$ cat src/rtl/mbgd_pkg.sv
// Shared widths, saturation limits and controller states for the
// mini-batch gradient update stage.
package mbgd_pkg;

    localparam int DW         = 8;
    localparam int N          = 8;
    localparam int N_BIT      = 3;
    localparam int B          = 4;
    localparam int B_BIT      = 2;
    localparam int GRAD_SHIFT = 11;

    localparam int ERR_W  = DW + 1;
    localparam int PROD_W = 2 * DW + 1;
    localparam int ACC_W  = PROD_W + B_BIT;

    localparam logic signed [DW-1:0] THETA_MAX = {1'b0, {(DW-1){1'b1}}};
    localparam logic signed [DW-1:0] THETA_MIN = {1'b1, {(DW-1){1'b0}}};

    typedef enum logic [1:0] {
        ACCUM  = 2'd0,
        UPDATE = 2'd1,
        DONE   = 2'd2
    } state_t;

endpackage

$ cat src/rtl/mbgd_theta_sat_sub.sv
// One coefficient step: theta - (acc >>> GRAD_SHIFT), clamped to the
// signed DW-bit range.
module mbgd_theta_sat_sub
    import mbgd_pkg::*;
(
    input  logic signed [DW-1:0]    i_theta,
    input  logic signed [ACC_W-1:0] i_acc,
    output logic        [DW-1:0]    o_theta
);

    localparam logic signed [ACC_W:0] HI = (ACC_W+1)'(THETA_MAX);
    localparam logic signed [ACC_W:0] LO = (ACC_W+1)'(THETA_MIN);

    logic signed [ACC_W-1:0] w_delta;
    logic signed [ACC_W:0]   w_diff;

    // One guard bit above the accumulator keeps the subtraction exact.
    assign w_delta = i_acc >>> GRAD_SHIFT;
    assign w_diff  = (ACC_W+1)'(i_theta) - (ACC_W+1)'(w_delta);

    // Clamp the exact difference into the coefficient range.
    always_comb begin
        if (w_diff > HI) begin
            o_theta = HI[DW-1:0];
        end else if (w_diff < LO) begin
            o_theta = LO[DW-1:0];
        end else begin
            o_theta = w_diff[DW-1:0];
        end
    end

endmodule

$ cat src/rtl/mbgd_grad_update.sv
// Accumulates (h - y) * x_j over a mini-batch and then rewrites theta one
// coefficient per cycle with a saturating gradient step.
module mbgd_grad_update
    import mbgd_pkg::*;
(
    input  logic              clk,
    input  logic              resetn,
    input  logic              theta_load,
    input  logic [DW*N-1:0]   theta_init,
    input  logic              in_valid,
    output logic              in_ready,
    input  logic [DW-1:0]     h,
    input  logic [DW-1:0]     y,
    input  logic [DW*N-1:0]   x,
    output logic [DW*N-1:0]   theta,
    output logic              update_done,
    output logic [B_BIT-1:0]  batch_cnt
);

    state_t                   r_state;
    state_t                   w_next_state;
    logic [N-1:0][DW-1:0]     r_theta;
    logic signed [ACC_W-1:0]  r_acc [N];
    logic [N_BIT-1:0]         r_k;
    logic [B_BIT-1:0]         r_batch_cnt;
    logic                     r_update_done;

    logic                     w_in_ready;
    logic                     w_accept;
    logic                     w_last_sample;
    logic                     w_last_k;
    logic signed [ERR_W-1:0]  w_err;
    logic signed [PROD_W-1:0] w_prod [N];
    logic [DW-1:0]            w_theta_new;

    // h and y are unsigned, so the error needs one extra sign bit.
    assign w_err = $signed({1'b0, h}) - $signed({1'b0, y});

    for (genvar j = 0; j < N; j++) begin : g_prod
        assign w_prod[j] = PROD_W'(w_err) * PROD_W'($signed(x[DW*j +: DW]));
    end

    assign w_accept      = in_valid && w_in_ready;
    assign w_last_sample = (r_batch_cnt == B_BIT'(B-1));
    assign w_last_k      = (r_k == N_BIT'(N-1));

    mbgd_theta_sat_sub u_sat (
        .i_theta (r_theta[r_k]),
        .i_acc   (r_acc[r_k]),
        .o_theta (w_theta_new)
    );

    // Controller state register; a load aborts any batch in progress.
    always_ff @(posedge clk) begin
        if (resetn) begin
            r_state <= ACCUM;
        end else if (theta_load) begin
            r_state <= ACCUM;
        end else begin
            r_state <= w_next_state;
        end
    end

    // Next-state decode.
    always_comb begin
        w_next_state = r_state;
        case (r_state)
            ACCUM, DONE: begin
                if (w_accept && w_last_sample) begin
                    w_next_state = UPDATE;
                end else begin
                    w_next_state = ACCUM;
                end
            end
            UPDATE: begin
                if (w_last_k) begin
                    w_next_state = DONE;
                end else begin
                    w_next_state = UPDATE;
                end
            end
            default: w_next_state = ACCUM;
        endcase
    end

    // Ready decode; a pending load or reset blocks acceptance combinationally.
    always_comb begin
        w_in_ready = 1'b0;
        case (r_state)
            ACCUM, DONE: w_in_ready = !resetn && !theta_load;
            UPDATE:      w_in_ready = 1'b0;
            default:     w_in_ready = 1'b0;
        endcase
    end

    // Accumulators, coefficient write-back, batch and index counters.
    always_ff @(posedge clk) begin
        if (resetn) begin
            r_theta       <= '0;
            r_k           <= '0;
            r_batch_cnt   <= '0;
            r_update_done <= 1'b0;
            for (int j = 0; j < N; j++) begin
                r_acc[j] <= '0;
            end
        end else if (theta_load) begin
            r_theta       <= theta_init;
            r_k           <= '0;
            r_batch_cnt   <= '0;
            r_update_done <= 1'b0;
            for (int j = 0; j < N; j++) begin
                r_acc[j] <= '0;
            end
        end else begin
            r_update_done <= 1'b0;
            if (r_state == UPDATE) begin
                r_theta[r_k] <= w_theta_new;
                r_acc[r_k]   <= '0;
                if (w_last_k) begin
                    r_k           <= '0;
                    r_update_done <= 1'b1;
                end else begin
                    r_k <= r_k + N_BIT'(1);
                end
            end else if (w_accept) begin
                for (int j = 0; j < N; j++) begin
                    r_acc[j] <= r_acc[j] + ACC_W'(w_prod[j]);
                end
                // B is a power of two, so the counter wraps to 0 on the B-th sample.
                r_batch_cnt <= r_batch_cnt + B_BIT'(1);
            end else begin
                r_batch_cnt <= r_batch_cnt;
            end
        end
    end

    assign theta       = r_theta;
    assign update_done = r_update_done;
    assign batch_cnt   = r_batch_cnt;
    assign in_ready    = w_in_ready;

endmodule

$ cat config.mk
export PLATFORM = sky130hd
export DESIGN_NAME = mbgd_grad_update
export DESIGN_NICKNAME = d
export VERILOG_FILES = /design/src/rtl/mbgd_pkg.sv /design/src/rtl/mbgd_theta_sat_sub.sv /design/src/rtl/mbgd_grad_update.sv
export SDC_FILE = /design/constraint.sdc
export NUM_CORES = 2
export LEC_CHECK = 0
export CORE_ASPECT_RATIO = 2
export CORE_UTILIZATION = 60
export DETAILED_ROUTE_END_ITERATION = 10
export HOLD_SLACK_MARGIN = 0.03
export PLACE_DENSITY = 0.9
export SETUP_SLACK_MARGIN = 0.15
export SYNTH_ARGS = -nofsm -noshare
export SYNTH_HDL_FRONTEND = slang
export SYNTH_HIERARCHICAL = 1
export SYNTH_SLANG_ARGS = --single-unit
$ cat constraint.sdc
create_clock -name clk -period 8.35 [get_ports clk]
set_input_delay 0.835 -clock clk [delete_from_list [all_inputs] [get_ports clk]]
set_output_delay 0.835 -clock clk [all_outputs]
set_load 0.005 [all_outputs]
==> run summary <==
Results of the full flow below.

Status:
- The run finished with clean final reports.

Global routing:
- For this run, global-route usage on met3 was measured as 6.704%.
- The run puts the pin count of the biggest net entering global routing at 79.
- The run gives the total global routing track utilization as 34.15%.
- The run gives the number of global-route vias before repair as between 30,000 and 40,000.
- The total overflow left after global routing is 0.

Floorplanning:
- The run puts the well tap count at 798.
- The horizontal die dimension reported for this design is 181.5 µm.
- The run puts the number of ports placed on the die boundary at roughly 220.
- Before placement the cells fill 60.65% of the core.
- The run puts the height of the die at 361.0 µm.

Critical path:
- The run puts the largest stage delay on the critical path at 0.54 ns.
- The run gives the start-to-end type of the worst setup path as primary input to flop.
- The run puts the depth of the worst register-to-register path at 17.
- According to the timing report, the critical path is launched from y[0].
- The most critical setup path has its endpoint at r_acc[6][18].
- The report shows a maximum critical-path fanout of 28.
- The run gives the reg-to-reg setup timing slack as 3.09 ns.
- The run gives the data arrival time of the worst path as 8.11 ns.
- The launch point of the worst register-to-register path is recorded as r_acc[3][6].
- The slowest stage of the critical path belongs to the cell sky130_fd_sc_hd__fa_1.
- Among cell families on the critical path, the largest total delay comes from adder cells.
- Together, buffers and inverters on the worst path number 6.
- The run puts the count of cell instances traversed by the critical path at 28.
- STA classifies the critical path startpoint as a primary input.
- Among the stages of the critical path, the cell type that occurs most often is sky130_fd_sc_hd__fa_1.

Yosys:
- Before any placement, the netlist area is recorded as 0.03867 mm².
- The run puts the number of warnings printed during yosys synthesis at 6.
- The run puts the post-synthesis net count at 5,440.

Detailed routing:
- The run gives the uppermost layer routed as met5.
- The iteration count recorded for the first detailed-route pass is 7.
- Wire segments on met2 add up to 56,140 µm in the final route.

Flow run:
- Max-cap violations in this run came to 0.
- Warnings raised by the tools during the run amount to 42.

Layout:
- The run gives the multi-input logic portion of the cell area as 71.48%.
- The run gives the count of sequential standard cells as 227.
- The run puts the multi-input gate area in the final layout at 0.03060 mm².
- The run puts the cell area after layout at ~0.043 mm².
- The fraction of final cell area spent on clock buffers and inverters in this run is 2.318%.
- Multi-input combinational cells in the finished layout were counted as 3,040.
- Leaving out fill and tap cells, the most frequent cell in the layout is sky130_fd_sc_hd__inv_1.
- The register with the most flip-flops in the final layout is r_acc.
- Per the layout report, the design carries 281 non-clock buffers.

Timing:
- The run puts the count of endpoints failing hold in the final timing report at 0.
- Across the routed clock network, the largest skew measured is between 0.015 and 0.02 ns.
- Of the available clock period, the critical path in the final layout requires roughly nine tenths.
- The run gives the final critical-path setup slack as 0.6932 ns.
- The run puts the final number of setup-violating endpoints at 0.

CTS:
- The run gives the deepest level of the CTS H-tree as 1.
- The run puts the number of clock buffers inserted by TritonCTS at 26.
- The run gives the root buffer selected by CTS as sky130_fd_sc_hd__clkbuf_16.
- The run gives the number of hold buffers added after CTS as 0.
- The run puts the clock insertion delay at the later pin of the skew report at 0.60 ns.
- The run gives the clock sink count as 227.
- The run gives the post-CTS setup buffer count as 0.
- The run gives the clock edge transition at the registers on the reported setup and hold paths as 0.07 ns.
- The run puts the number of gates resized after cts at 0.
- The run puts the deepest clock path buffer count at 3.

Hold path:
- In the hold timing report, the worst path depth is 2.
- The run gives the type of the worst min-delay path as flop to flop.

Place:
- The post-placement cell area is 0.04180 mm².
- The buffer_ports step reported a buffer count of 215.
- Counting tap cells, the placed design contains a total of 5,132 instances.
- The run puts the worst slack at placement at ~0.12 ns.
==> images/wires.png <==
Drawn at 1.5 px/µm. Two of the layers only.
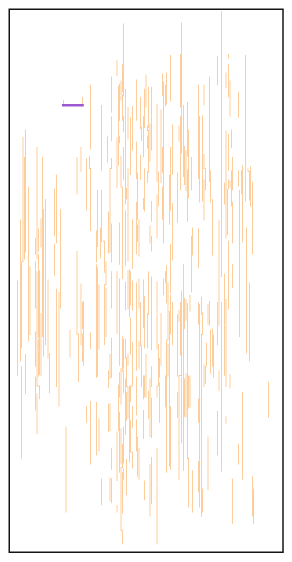
legend:
  metal 5:
    colour: purple
    wire_length: 12.9 µm
  metal 4:
    colour: orange
    wire_length: 11,000 µm

==> images/congestion.png <==
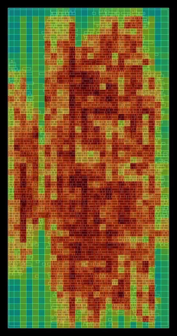
most crowded layer after global routing: met2
final cell utilization of the core: 67.14%
detail-routed net length per standard cell: 20.73 µm
grt met2 use: 62.13%
met1 layer usage reported by global route: 32.34%

==> images/detail.png <==
Region (76, 238) to (106, 268) µm. Cells in grey, sequential cells in the stronger grey; small squares are vias.
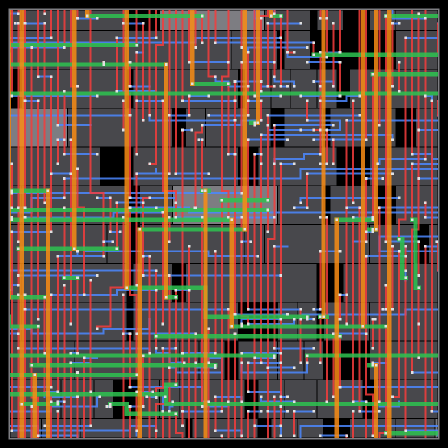
legend:
  metal 1:
    colour: blue
  metal 4:
    colour: orange
  metal 2:
    colour: red
  metal 3:
    colour: green
cells with their middle in the window: 74
most frequent: fa_1 (21), inv_1 (9), xnor2_1 (7)
sequential cells in the window: 3
netlist names of flops here include: r_acc (3)

==> images/layer_met1.png <==
Drawn at 1.5 px/µm. Supply wires on this layer in grey.
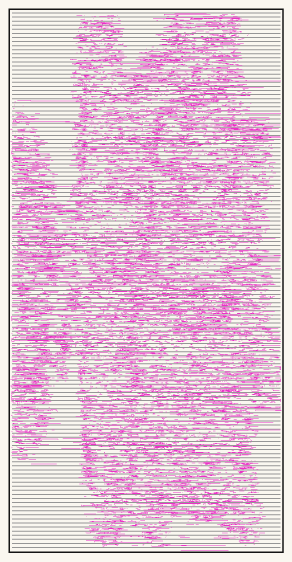
share of all routed wire: 30%
longest straight run: 84.2 µm
nets with wire on the layer: 5,142
wire length on this layer: 32.6 mm
main direction: horizontal
DRT Wirelength: 107,500 µm
via count of the routed design: 31,130

==> images/logic_types.png <==
Drawn at 1.5 px/µm.
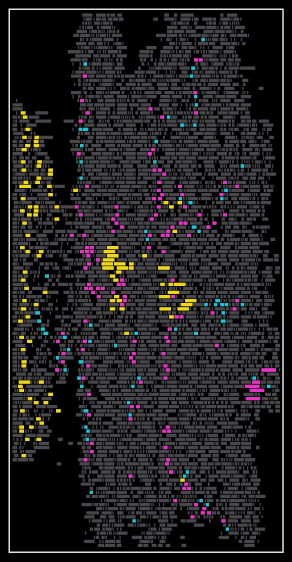
legend:
  xor and xnor cells:
    colour: magenta
    cells: 139
  mux cells:
    colour: yellow
    cells: 105
  non-inverting ao/oa cells:
    colour: cyan
    cells: 68

